Design gpo_pulse, sky130hd; sources not shown.
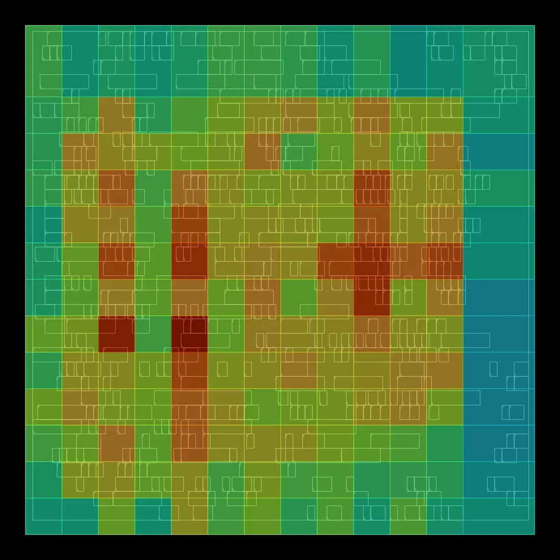
Figure 1: congestion heat map.
grt met1 use: 24.9%
Global Route met3 Usage: 2.53%

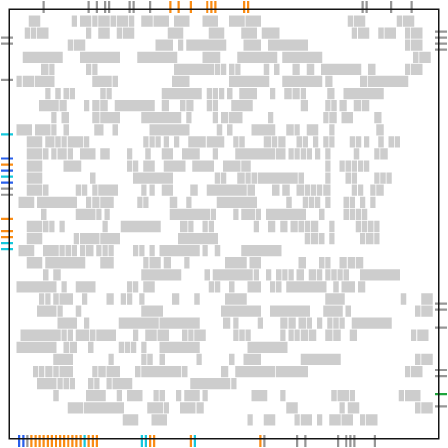
Figure 2: pin map.
Pins as bars across the die edge, other pins in grey.
[cyan] `dout` | pins: 8 | direction: output | edge: 4 south, 4 west
[orange] `wr_data` | pins: 32 | direction: input | edge: 20 south, 8 north, 4 west
[blue] `addr` | pins: 5 | direction: input | edge: 3 west, 2 south
[green] `reset` | pins: 1 | direction: input | edge: east
count of input and output buffers: 30
die x size: 96.3 um

==> notes.md <==
### CTS
• **Max clock buf depth** 2
• **post-cts resize count** 0
• **number of buffers inserted during clock tree synthesis** 5

### Synthesis
• **number of instances in the synthesized netlist** 467
• **yosys synthesis warning count** 0
• **most common flop cell mapped by yosys** dfrtp_1
• **XORs/XNORs by Area** 0.777%
• **Dominant comb cell** simple AND/OR/NAND/NOR gates
• **cell taking the most area after synthesis** dfrtp_1
• **Simple-Gate Fraction of Synth Area** 33.5%
• **most frequent cells after synthesis** nand2_1 (160), nand3_1 (52), dfrtp_1 (49)
• **summed instance area of the synthesized netlist** 0.00338 mm^2
• **adder and majority gate portion of the synthesized area** 6.66%
• **average instance area after synthesis** 7.24 um^2

### Die
• **Ports** 82
• **FP Core Util** 39.0%
• **die outline area** 0.00928 mm^2

### Detailed routing
• **number of iterations in the first detailed-routing pass** 4
• **DR vias** 2,961
• **Avg Vias per Cell** 4.60
• **detailed-route wire length per cell** 12.5 um

### Worst setup path
• **data required time at the worst endpoint** 2.32 ns
• **Critical Setup Path Class** flip-flop to output pin

### STA
• **unrepaired setup endpoints after global routing** false
• **final cycle utilization of the critical path** 90.4%
• **worst setup skew after layout** 0.00233 ns
• **Worst Tran Pin Value** 0.670 ns

### Placed design
• **global placement routability congestion** 0.864

### Worst hold path
• **Worst Hold Path Cells** 2

### Global route
• **pin count of the biggest net entering global routing** 38
• **number of antenna violations at the first check in global routing** 0

### Outcome
• **run status** finished clean

### Power and ir drop
• **final total power** 2430 uW

==> per-layer routing <==
layer	vias up	track usage, %
met1	1346	24.9
li1	1553	-
met4	0	5.39
met5	-	0
met2	53	33.2
met3	9	2.53
==> critical path, stage by stage (launching register included) <==
cell,delay (ns)
dfrtp_1,0.33
clkbuf_1,0.34
clkbuf_2,0.34
nand2_1,0.14
nand2_1,0.08
clkdlybuf4s50_1,0.50
==> power breakdown <==
group | internal, uW | switching [uW] | leakage, uW
Sequential | 835 | 175 | 0.000608
Combinational | 434 | 594 | 0.00146
Clock | 178 | 215 | 0.0000443
==> final cells by class <==
type	instances	area [um^2]	share of cell area [%]
Timing Repair Buffer	31	320	7.93
Sequential cell	49	1230	30.4
Inverter	44	170	4.21
Buffer	44	325	8.05
Tap cell	108	135	3.34
Clock buffer	7	86.3	2.14
Multi-Input combinational cell	361	1780	44.0
==> cell usage in the layout (no fill, tap or decap), drive strengths merged <==
| cell | n |
|---|---|
| nand2 | 162 |
| nand3 | 53 |
| nor2 | 50 |
| dfrtp | 49 |
| inv | 43 |
| buf | 40 |
| conb | 32 |
| clkdlybuf4s50 | 30 |
| ha | 18 |
| o21ai | 13 |
| clkbuf | 12 |
| o211ai | 8 |
| mux2 | 7 |
| o2111ai | 6 |
| nor3 | 3 |
| xor2 | 2 |
| nand4 | 2 |
| a21oi | 2 |
| clkinv | 1 |
| xnor2 | 1 |
| nand3b | 1 |
| a21o | 1 |
==> through the flow <==
step	hold WS, ns	instance area (um^2)	instances	setup TNS [ns]
3_5_place_dp	0.498	3950	637	0
6_report	0.515	4040	644	0
4_1_cts	0.524	4040	644	0
3_3_place_gp	0.482	3930	636	-2.52
2_1_floorplan	0.464	3500	498	0
5_1_grt	0.546	4040	644	0
Power figures rest on the tool's default switching activity, not on a simulated workload.
